==> src/rtl/csr_exec_unit.sv <==
`timescale 1ns/1ps
// csr_exec_unit
// Execute-stage sequencer for Zicsr (csrrw/s/c and immediate forms), ecall
// and mret. It sits directly upstream of the CSR register file and issues at
// most one CSR file action per cycle.
//
// Ports
//   clock, reset          : clock, synchronous active-high reset
//   in_valid/in_ready     : request handshake (in_ready only in IDLE)
//   in_op, in_funct3      : 00 CSR op, 01 ecall, 10 mret, 11 reserved
//   in_csr_addr           : CSR address
//   in_rs1_idx/data       : rs1 index (zimm for immediate forms) and value
//   in_pc                 : PC of the instruction (mepc on ecall)
//   out_valid/out_ready   : result handshake, result held until accepted
//   out_rd_we/rd_data     : rd write enable and old CSR value
//   out_redirect/_pc      : PC redirect request and its target
//   csr_*_o               : CSR file address/wdata/type/mepc/mcause
//   csr_rdata_i           : combinational read data for csr_addr_o
//   csr_pc_i              : registered trap PC from the CSR file
//
// Optional build macro CSR_EXEC_ILLEGAL_TRAP_EN: funct3 000/100, op 11 and
// CSR addresses outside mstatus/mtvec/mepc/mcause raise an illegal
// instruction trap (ecall action with mcause=2) instead of completing as a
// no-op / passing the address through.
module csr_exec_unit #(
    parameter int                    DATA_WIDTH  = 32,
    parameter logic [DATA_WIDTH-1:0] ECALL_CAUSE = 32'd11
) (
    input  logic                  clock,
    input  logic                  reset,
    input  logic                  in_valid,
    output logic                  in_ready,
    input  logic [1:0]            in_op,
    input  logic [2:0]            in_funct3,
    input  logic [11:0]           in_csr_addr,
    input  logic [4:0]            in_rs1_idx,
    input  logic [DATA_WIDTH-1:0] in_rs1_data,
    input  logic [DATA_WIDTH-1:0] in_pc,
    output logic                  out_valid,
    input  logic                  out_ready,
    output logic                  out_rd_we,
    output logic [DATA_WIDTH-1:0] out_rd_data,
    output logic                  out_redirect,
    output logic [DATA_WIDTH-1:0] out_redirect_pc,
    output logic [11:0]           csr_addr_o,
    output logic [DATA_WIDTH-1:0] csr_wdata_o,
    output logic [2:0]            csr_type_o,
    output logic [DATA_WIDTH-1:0] csr_mepc_o,
    output logic [DATA_WIDTH-1:0] csr_mcause_o,
    input  logic [DATA_WIDTH-1:0] csr_rdata_i,
    input  logic [DATA_WIDTH-1:0] csr_pc_i
);

    localparam logic [2:0] TYPE_NONE  = 3'b000;
    localparam logic [2:0] TYPE_WRITE = 3'b001;
    localparam logic [2:0] TYPE_ECALL = 3'b011;
    localparam logic [2:0] TYPE_MRET  = 3'b101;
    localparam logic [DATA_WIDTH-1:0] ILLEGAL_CAUSE = DATA_WIDTH'(2);

    typedef enum logic [2:0] {
        S_IDLE, S_READ, S_WRITE, S_TRAP, S_PCWAIT, S_DONE
    } state_t;

    state_t                state_q;
    logic                  in_ready_q, out_valid_q, rd_we_q, redirect_q;
    logic [DATA_WIDTH-1:0] rd_data_q, redirect_pc_q;
    logic [2:0]            type_q, funct3_q;
    logic [11:0]           addr_q;
    logic [4:0]            rs1_idx_q;
    logic [DATA_WIDTH-1:0] rs1_data_q, old_q, wdata_q, mepc_q, mcause_q;
    logic [DATA_WIDTH-1:0] operand, new_d;
    logic                  illegal_req;

`ifdef CSR_EXEC_ILLEGAL_TRAP_EN
    function automatic logic addr_supported(input logic [11:0] a);
        return (a == 12'h300) || (a == 12'h305) || (a == 12'h341) || (a == 12'h342);
    endfunction

    assign illegal_req = (in_op == 2'b11) ||
                         ((in_op == 2'b00) && ((in_funct3[1:0] == 2'b00) ||
                                               !addr_supported(in_csr_addr)));
`else
    assign illegal_req = 1'b0;
`endif

    // Read-modify-write value, evaluated against the live read data in READ.
    always_comb begin
        operand = funct3_q[2] ? {{(DATA_WIDTH-5){1'b0}}, rs1_idx_q} : rs1_data_q;
        case (funct3_q[1:0])
            2'b01:   new_d = operand;
            2'b10:   new_d = csr_rdata_i | operand;
            2'b11:   new_d = csr_rdata_i & ~operand;
            default: new_d = csr_rdata_i;
        endcase
    end

    always_ff @(posedge clock) begin
        if (reset) begin
            state_q       <= S_IDLE;
            in_ready_q    <= 1'b1;
            out_valid_q   <= 1'b0;
            rd_we_q       <= 1'b0;
            rd_data_q     <= '0;
            redirect_q    <= 1'b0;
            redirect_pc_q <= '0;
            type_q        <= TYPE_NONE;
            funct3_q      <= '0;
            addr_q        <= '0;
            rs1_idx_q     <= '0;
            rs1_data_q    <= '0;
            old_q         <= '0;
            wdata_q       <= '0;
            mepc_q        <= '0;
            mcause_q      <= '0;
        end else begin
            // CSR actions last exactly one cycle: cleared unless re-armed below.
            type_q <= TYPE_NONE;
            case (state_q)
                S_IDLE: begin
                    if (in_valid) begin
                        in_ready_q <= 1'b0;
                        funct3_q   <= in_funct3;
                        addr_q     <= in_csr_addr;
                        rs1_idx_q  <= in_rs1_idx;
                        rs1_data_q <= in_rs1_data;
                        if (illegal_req) begin
                            state_q  <= S_TRAP;
                            type_q   <= TYPE_ECALL;
                            mepc_q   <= in_pc;
                            mcause_q <= ILLEGAL_CAUSE;
                        end else begin
                            case (in_op)
                                2'b00: state_q <= S_READ;
                                2'b01: begin
                                    state_q  <= S_TRAP;
                                    type_q   <= TYPE_ECALL;
                                    mepc_q   <= in_pc;
                                    mcause_q <= ECALL_CAUSE;
                                end
                                2'b10: begin
                                    state_q <= S_TRAP;
                                    type_q  <= TYPE_MRET;
                                end
                                default: begin
                                    state_q     <= S_DONE;
                                    out_valid_q <= 1'b1;
                                    rd_we_q     <= 1'b0;
                                    redirect_q  <= 1'b0;
                                end
                            endcase
                        end
                    end
                end
                S_READ: begin
                    old_q   <= csr_rdata_i;
                    wdata_q <= new_d;
                    if (funct3_q[1:0] == 2'b00) begin
                        state_q     <= S_DONE;
                        out_valid_q <= 1'b1;
                        rd_we_q     <= 1'b0;
                    end else if ((funct3_q[1:0] != 2'b01) && (rs1_idx_q == 5'd0)) begin
                        // Set/clear with a zero mask is a pure read: no write issued.
                        state_q     <= S_DONE;
                        out_valid_q <= 1'b1;
                        rd_we_q     <= 1'b1;
                        rd_data_q   <= csr_rdata_i;
                    end else begin
                        state_q <= S_WRITE;
                        type_q  <= TYPE_WRITE;
                    end
                end
                S_WRITE: begin
                    state_q     <= S_DONE;
                    out_valid_q <= 1'b1;
                    rd_we_q     <= 1'b1;
                    rd_data_q   <= old_q;
                end
                S_TRAP: begin
                    state_q <= S_PCWAIT;
                end
                S_PCWAIT: begin
                    // The CSR file's trap PC becomes valid the cycle after the action.
                    state_q       <= S_DONE;
                    out_valid_q   <= 1'b1;
                    rd_we_q       <= 1'b0;
                    redirect_q    <= 1'b1;
                    redirect_pc_q <= csr_pc_i;
                end
                S_DONE: begin
                    if (out_ready) begin
                        state_q     <= S_IDLE;
                        in_ready_q  <= 1'b1;
                        out_valid_q <= 1'b0;
                        rd_we_q     <= 1'b0;
                        redirect_q  <= 1'b0;
                    end
                end
                default: begin
                    state_q    <= S_IDLE;
                    in_ready_q <= 1'b1;
                end
            endcase
        end
    end

    assign in_ready        = in_ready_q;
    assign out_valid       = out_valid_q;
    assign out_rd_we       = rd_we_q;
    assign out_rd_data     = rd_data_q;
    assign out_redirect    = redirect_q;
    assign out_redirect_pc = redirect_pc_q;
    assign csr_addr_o      = addr_q;
    assign csr_wdata_o     = wdata_q;
    assign csr_type_o      = type_q;
    assign csr_mepc_o      = mepc_q;
    assign csr_mcause_o    = mcause_q;

endmodule
==> config.mk <==
export PLATFORM = sky130hd
export DESIGN_NAME = csr_exec_unit
export DESIGN_NICKNAME = d
export VERILOG_FILES = /design/src/rtl/csr_exec_unit.sv
export SDC_FILE = /design/constraint.sdc
export NUM_CORES = 1
export LEC_CHECK = 0
export ABC_AREA = 1
export CAP_MARGIN = 20
export CORE_UTILIZATION = 30
export DETAILED_ROUTE_END_ITERATION = 10
export PLACE_DENSITY = 0.67
export SLEW_MARGIN = 20
export SYNTH_ARGS = -nofsm -noshare
export SYNTH_HDL_FRONTEND = slang
export SYNTH_SLANG_ARGS = --single-unit
==> constraint.sdc <==
create_clock -name clock -period 1.66 [get_ports clock]
set_input_delay 0.249 -clock clock [delete_from_list [all_inputs] [get_ports clock]]
set_output_delay 0.249 -clock clock [all_outputs]
set_load 0.02 [all_outputs]
Fig. 1: run 1, cells coloured by class
Bar = 50 um. Fill, decap, tap and diode cells in grey.
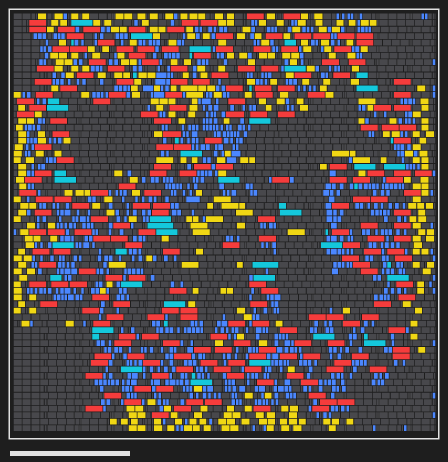
clock drivers and dummy loads -> cyan  # cells 49
remaining buffers and delay cells -> yellow  # cells 344
registers -> red  # cells 223
remaining logic cells -> blue  # cells 956
Core ar.: 30600 sq um
Seq/total area: 33.1%
design area: 13500 sq um
row count: 64
post-layout util: 44.2%

Fig. 2: run 1, track usage over the die
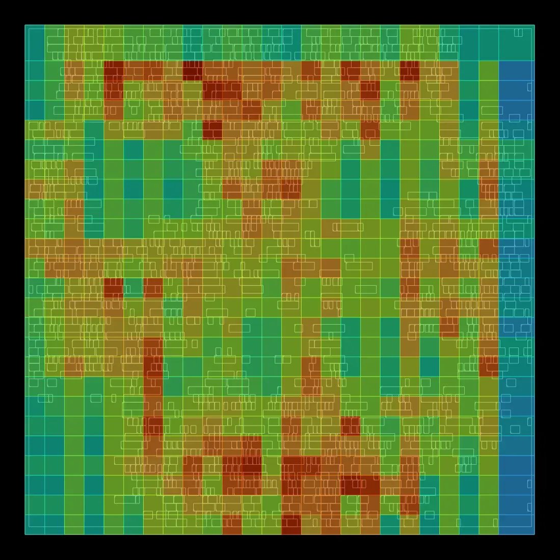
gr usage total: 18.3%
DR WL/cell: 15.4 um
met3 GRT Util: 3.43%

Fig. 3: run 1, the metal 4 layer
Bar = 50 um. Supply wires on this layer in grey. Cells faint in the background.
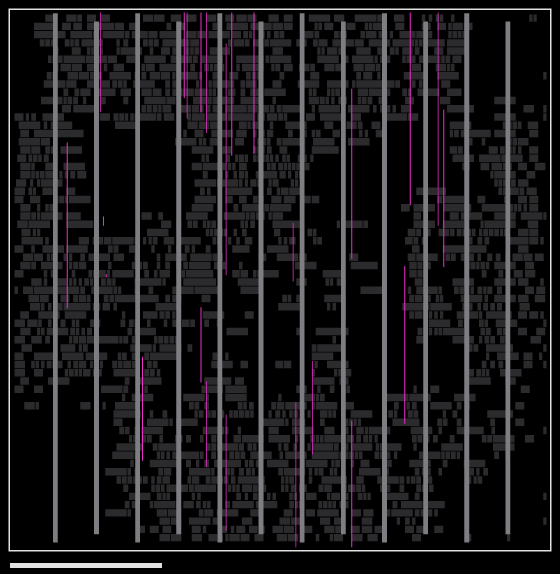
nets with wire on the layer = 17
share of all routed wire = 3.1%
main direction = vertical
Routed WL: 30400 um
Vias: 9203

==> impl_metrics.json, run 1 <==
{
  "ys_seq_share_pct": 48.0,
  "place_area_sq_um": 12800,
  "seqCellArea_sq_um": 4470,
  "drc": 0,
  "n_antenna_cell": 0,
  "buf_share_pct": 24.7,
  "critPathKind": "register to output port",
  "grt_pass1_wl_um": 46000,
  "cts_hold_buf": 0,
  "synth.avg_cell_area_sq_um": 7.30,
  "comb_share_pct": 29.6,
  "yosys.area_share.simple_pct": 20.3,
  "power_leader": "combinational logic",
  "antenna_violating_nets_post_route": 0,
  "flops": 223,
  "ff2ff_path_depth": 7,
  "switching_power_uw": 8220,
  "antenna_found_initial": 2,
  "min_to": "out_rd_data[4]$_SDFFE_PP0P_",
  "mostFrequentLayoutCell": "nor2_1",
  "num-nets-final": 1710,
  "non_clock_inverter_count": 86,
  "endpoint_kind": "output port",
  "wl_met1_um": 13600,
  "critPathTopFamily": "buffers and inverters",
  "worst_pin_slew_ps": 556,
  "layout_top_cells": "nor2_1 (235), dfxtp_1 (221), o21ai_0 (182), clkdlybuf4s50_1 (152)",
  "ys_types": 26,
  "slowest_delay_ps": 450,
  "finalSetupViolCount": 0,
  "ys_top_logic_family": "AND-OR/OR-AND gates",
  "crit_slowest_cell": "dlygate4sd2_1",
  "top_cells_by_area": "dfxtp_1 (48%), o21ai_0 (9.8%), nor2_1 (9.5%), a21oi_1 (6.1%), nand2_1 (6.1%)",
  "clkbuf_count": 38,
  "path_max_fanout": 2,
  "drtIter0Drc": 560,
  "tap-cell-count": 396,
  "edf_count": 0,
  "leakagePower_uw": 0.00606,
  "comb_cells": 870,
  "yosys-stat-cells": 1275,
  "required_ps": 1410,
  "logic_area_sq_um": 4000,
  "dpl_worst_slack_ps": -12.7,
  "finalCriticalPeriod_ps": 1570,
  "grtUsageMet1_pct": 24.8,
  "crit_chain": "dlygate4sd2_1",
  "clk_share_pct": 6.59,
  "top_cell": "nor2_1",
  "cts_resized": 151,
  "dp_hpwl_um": 21000,
  "met3RoutedLength_um": 1890,
  "drive_gt1_share_pct": 6.68,
  "ys_sh_aoi_pct": 20.7,
  "status": "finished, final reports clean",
  "final_hold_viol_count": 0,
  "worst_setup_path_start_kind": "register",
  "cts.path.max_buffers": 3,
  "crit_cells": 1,
  "synth.top_cell.area_share_pct": 48.0,
  "cts_made_buffers": 27,
  "htreeDepth": 1,
  "rsz0062_at_grt": "false",
  "yosys-top-cells-count": "nor2_1 (236), dfxtp_1 (223), o21ai_0 (182), nand2_1 (151), a21oi_1 (114)",
  "report.power.total_uw": 21600,
  "clkSinkCount": 223,
  "die_y_um": 178,
  "dr_wl_met2_um": 13900
}
==> inputs of run 2 (changes only) <==
Settings changed: SETUP_SLACK_MARGIN from default to 0.02.
==> impl_metrics.json, run 2 <==
{
  "r2r-start": "state_q[1]$_SDFFE_PP0P_",
  "non_clock_inverter_count": 86,
  "critPathTopFamily": "buffers and inverters",
  "cts_tree": "built",
  "grtUsageMet3_pct": 3.43,
  "row_count": 64,
  "endpoint_kind": "output port",
  "grt_max_degree": 101,
  "p_clk_share_pct": 27.1,
  "wirelength_um": 30400,
  "p_int_uw": 13400,
  "synth.top_cell.area_share_pct": 48.0,
  "report.power.total_uw": 21600,
  "drive_gt1_share_pct": 6.74,
  "fa_ha_area_share_pct": 0.538,
  "finalSetupViolCount": 0,
  "flops": 223,
  "n_antenna_cell": 0,
  "clk_share_pct": 6.58,
  "combPwrFrac_pct": 38.4,
  "ys_top_logic_family": "AND-OR/OR-AND gates",
  "mostFrequentLayoutCell": "nor2_1",
  "cts_made_buffers": 27,
  "yosys-stat-cells": 1275,
  "ys_sh_aoi_pct": 20.7,
  "worst_setup_path_start_kind": "register",
  "ys_seq_share_pct": 48.0,
  "crit_path_end": "out_rd_data[30]",
  "required_ps": 1410,
  "antenna_found_initial": 2,
  "boundaryPins": 333,
  "layout_top_cells": "nor2_1 (235), dfxtp_1 (221), o21ai_0 (181), clkdlybuf4s50_1 (152)",
  "design.die.area_sq_um": 31700,
  "area_growth_pct": 45.3,
  "async_reset_ff_share_pct": 0,
  "rsz0062_at_grt": "false",
  "crit_start": "out_rd_data[30]$_SDFFE_PP0P_",
  "min_to": "out_rd_data[4]$_SDFFE_PP0P_",
  "slew_headroom_pct": 64.1,
  "grt_pass1_wl_um": 46000,
  "ff2ff_path_depth": 7,
  "critPathKind": "register to output port",
  "dpl_worst_slack_ps": -12.7,
  "cts.path.max_buffers": 3,
  "crit_cells": 1,
  "seq_share_pct": 33.0,
  "path_max_fanout": 2,
  "finalCriticalPeriod_ps": 1600,
  "fin_cells": 1969,
  "regToRegSetupSlack_ps": 160,
  "comb_share_pct": 29.6,
  "synth-seq-cells": 223,
  "met3RoutedLength_um": 1890,
  "timing.fmax_mhz": 625,
  "top_cell": "nor2_1",
  "overflow": 0,
  "num_vias": 9182,
  "slowest_delay_ps": 470,
  "cts_hold_buf": 0,
  "leakagePower_uw": 0.00606,
  "coreArea_sq_um": 30600,
  "crit_slowest_cell": "dlygate4sd2_1",
  "seqCellArea_sq_um": 4470,
  "num-nets-final": 1711,
  "drc": 0,
  "clk-power_uw": 5870,
  "switching_power_uw": 8230,
  "wl_met1_um": 13800,
  "dr_wl_met2_um": 13700,
  "final_area_sq_um": 13500,
  "antenna_violating_nets_post_route": 0,
  "final_hold_viol_count": 0,
  "die_y_um": 178,
  "clkSinkCount": 223,
  "comb_cells": 870,
  "vias_per_cell": 4.66,
  "edf_count": 0,
  "clkbuf_count": 38,
  "crit_chain": "dlygate4sd2_1",
  "yosys.area_share.simple_pct": 20.3,
  "status": "finished, final reports clean",
  "htreeDepth": 1,
  "buf_share_pct": 24.8,
  "ys_types": 26,
  "top_cells_by_area": "dfxtp_1 (48%), o21ai_0 (9.8%), nor2_1 (9.5%), a21oi_1 (6.1%), nand2_1 (6.1%)",
  "dp_hpwl_um": 21000,
  "wl_per_cell_um": 15.4,
  "cts_resized": 151,
  "tap-cell-count": 396,
  "power_leader": "combinational logic",
  "logic_area_sq_um": 4000,
  "worst_slack_ps": 61.0,
  "yosys-top-cells-count": "nor2_1 (236), dfxtp_1 (223), o21ai_0 (182), nand2_1 (151), a21oi_1 (114)",
  "place_area_sq_um": 12800,
  "worst_pin_slew_ps": 538,
  "drtIter0Drc": 593,
  "synth.avg_cell_area_sq_um": 7.30,
  "grt.total_usage_pct": 18.3
}
Fig. 4: run 2, track usage over the die
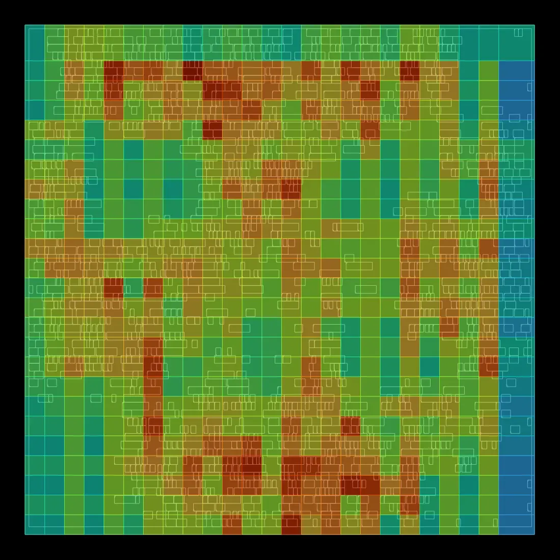
gr busiest metal: met2
GR Layer Usage met1: 24.8%
post-layout util: 44.2%
GR met2 Demand/Resource: 29.1%

==> inputs of run 3 (changes only) <==
Settings changed: ABC_AREA 1 to default, PLACE_DENSITY 0.67 to 0.68.
==> impl_metrics.json, run 3 <==
{
  "top_cells_by_area": "dfxtp_1 (49%), nand2_1 (12%), a21oi_1 (8.4%), mux2i_1 (4.2%), nor2_1 (2.8%)",
  "fin_util_pct": 45.9,
  "worst_slack_ps": 44.1,
  "required_ps": 2050,
  "grtUsageMet3_pct": 5.75,
  "ys_top_logic_family": "simple AND/OR/NAND/NOR gates",
  "boundaryPins": 333,
  "critPathTopFamily": "buffers and inverters",
  "seq_share_pct": 32.7,
  "n_antenna_cell": 1,
  "coreArea_sq_um": 29700,
  "drive_gt1_share_pct": 8.89,
  "slowest_delay_ps": 340,
  "p_clk_share_pct": 31.8,
  "dr_wl_met2_um": 13800,
  "cts.path.max_buffers": 3,
  "combPwrFrac_pct": 31.3,
  "path_max_fanout": 10,
  "finalSetupViolCount": 0,
  "layout_top_cells": "nand2_1 (300), dfxtp_1 (220), a21oi_1 (153), clkdlybuf4s50_1 (152), dlygate4sd2_1 (150)",
  "async_reset_ff_share_pct": 0,
  "htreeDepth": 1,
  "final_hold_viol_count": 0,
  "non_clock_inverter_count": 4,
  "seqCellArea_sq_um": 4470,
  "final_area_sq_um": 13600,
  "die_y_um": 176,
  "cts_resized": 154,
  "design.die.area_sq_um": 31000,
  "clkbuf_count": 35,
  "antenna_violating_nets_post_route": 0,
  "met3RoutedLength_um": 2730,
  "grt_max_degree": 90,
  "cts_tree": "built",
  "crit_slowest_cell": "dfxtp_2",
  "dpl_worst_slack_ps": -358,
  "ys_seq_share_pct": 49.1,
  "synth.top_cell.area_share_pct": 49.1,
  "comb-power_uw": 5670,
  "crit_chain": "nor4_4 -> buf_4 -> a31o_4 -> buf_4 -> clkbuf_16 -> a211oi_1",
  "grtUsageMet1_pct": 21.8,
  "leakagePower_uw": 0.00560,
  "cts_hold_buf": 1,
  "top_cell": "nand2_1",
  "drtIter0Drc": 569,
  "clk-power_uw": 5750,
  "critPathKind": "register to register",
  "vias_per_cell": 4.81,
  "yosys.area_share.simple_pct": 21.3,
  "switching_power_uw": 5970,
  "rsz0062_at_grt": "true",
  "grt_pass1_wl_um": 44400,
  "fin_cells": 1820,
  "tap-cell-count": 390,
  "cts_made_buffers": 25,
  "p_int_uw": 12100,
  "logic_area_sq_um": 4200,
  "clk_share_pct": 6.24,
  "comb_cells": 797,
  "synth-seq-cells": 223,
  "synth.avg_cell_area_sq_um": 8.14,
  "flops": 223,
  "drc": 0,
  "r2r-start": "rs1_idx_q[2]$_SDFFE_PP0N_",
  "yosys-top-cells-count": "nand2_1 (301), dfxtp_1 (223), a21oi_1 (153), nor2_1 (69), clkbuf_1 (60)",
  "buf_share_pct": 26.5,
  "status": "finished, final reports clean",
  "worst_setup_path_start_kind": "register",
  "crit_start": "rs1_idx_q[2]$_SDFFE_PP0N_",
  "comb_share_pct": 30.8,
  "ys_types": 48,
  "fa_ha_area_share_pct": 0.550,
  "yosys-stat-cells": 1118,
  "use_met2_pct": 29.7,
  "dp_hpwl_um": 19500,
  "edf_count": 0,
  "clkSinkCount": 223,
  "wl_met1_um": 12100,
  "power_leader": "sequential cells",
  "row_count": 63,
  "report.power.total_uw": 18100,
  "num-nets-final": 1573,
  "regToRegSetupSlack_ps": 40,
  "overflow": 0,
  "crit_path_end": "out_rd_data[10]$_SDFFE_PP0P_",
  "wl_per_cell_um": 16.0,
  "grt.busiest_layer": "met2"
}
Fig. 5: run 3, the metal 4 layer
Bar = 50 um. Supply wires on this layer in grey. Cells faint in the background.
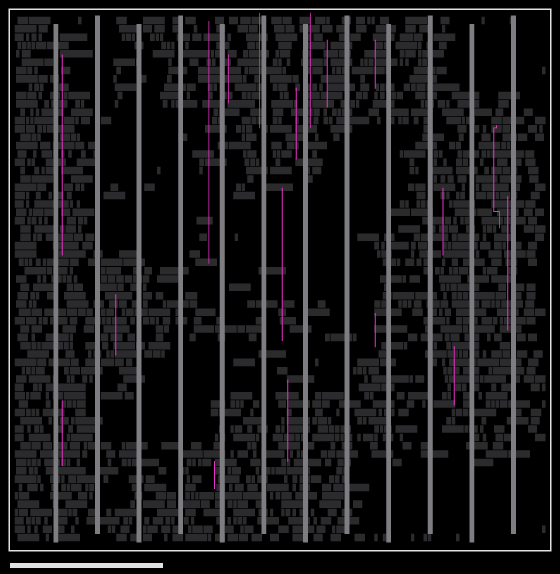
longest straight run = 78.9 um
nets with wire on the layer = 10
wire length on this layer = 552 um
Routed WL: 29200 um
Vias: 8756


==> screenshots <==
Local utilization.
18 x 18 tiles, from white (low) to dark blue (high), 0 to 100% covered.
image #1
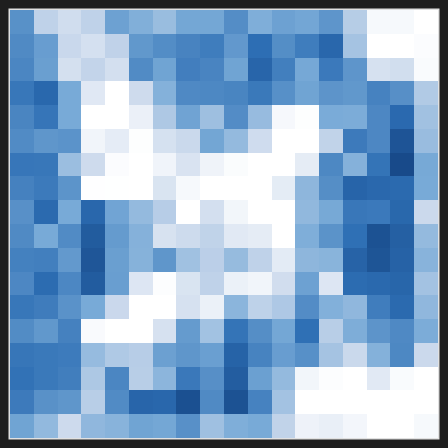
image #2
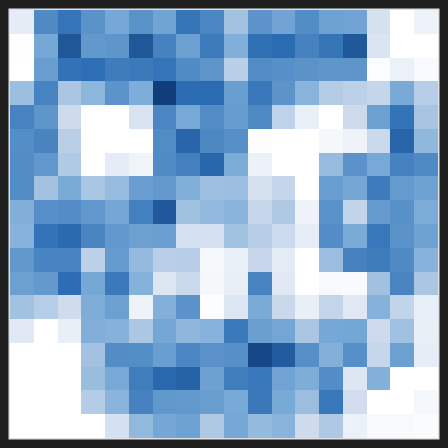
| from | picture |
|---|---|
| run 3 | image #1 |
| run 2 | image #2 |

Key to image #1:
densest ninth of the die = east
emptiest ninth of the die = centre
fullest tile = 89%
mean over tiles = 42%
tiles over 75% full = 9.6%

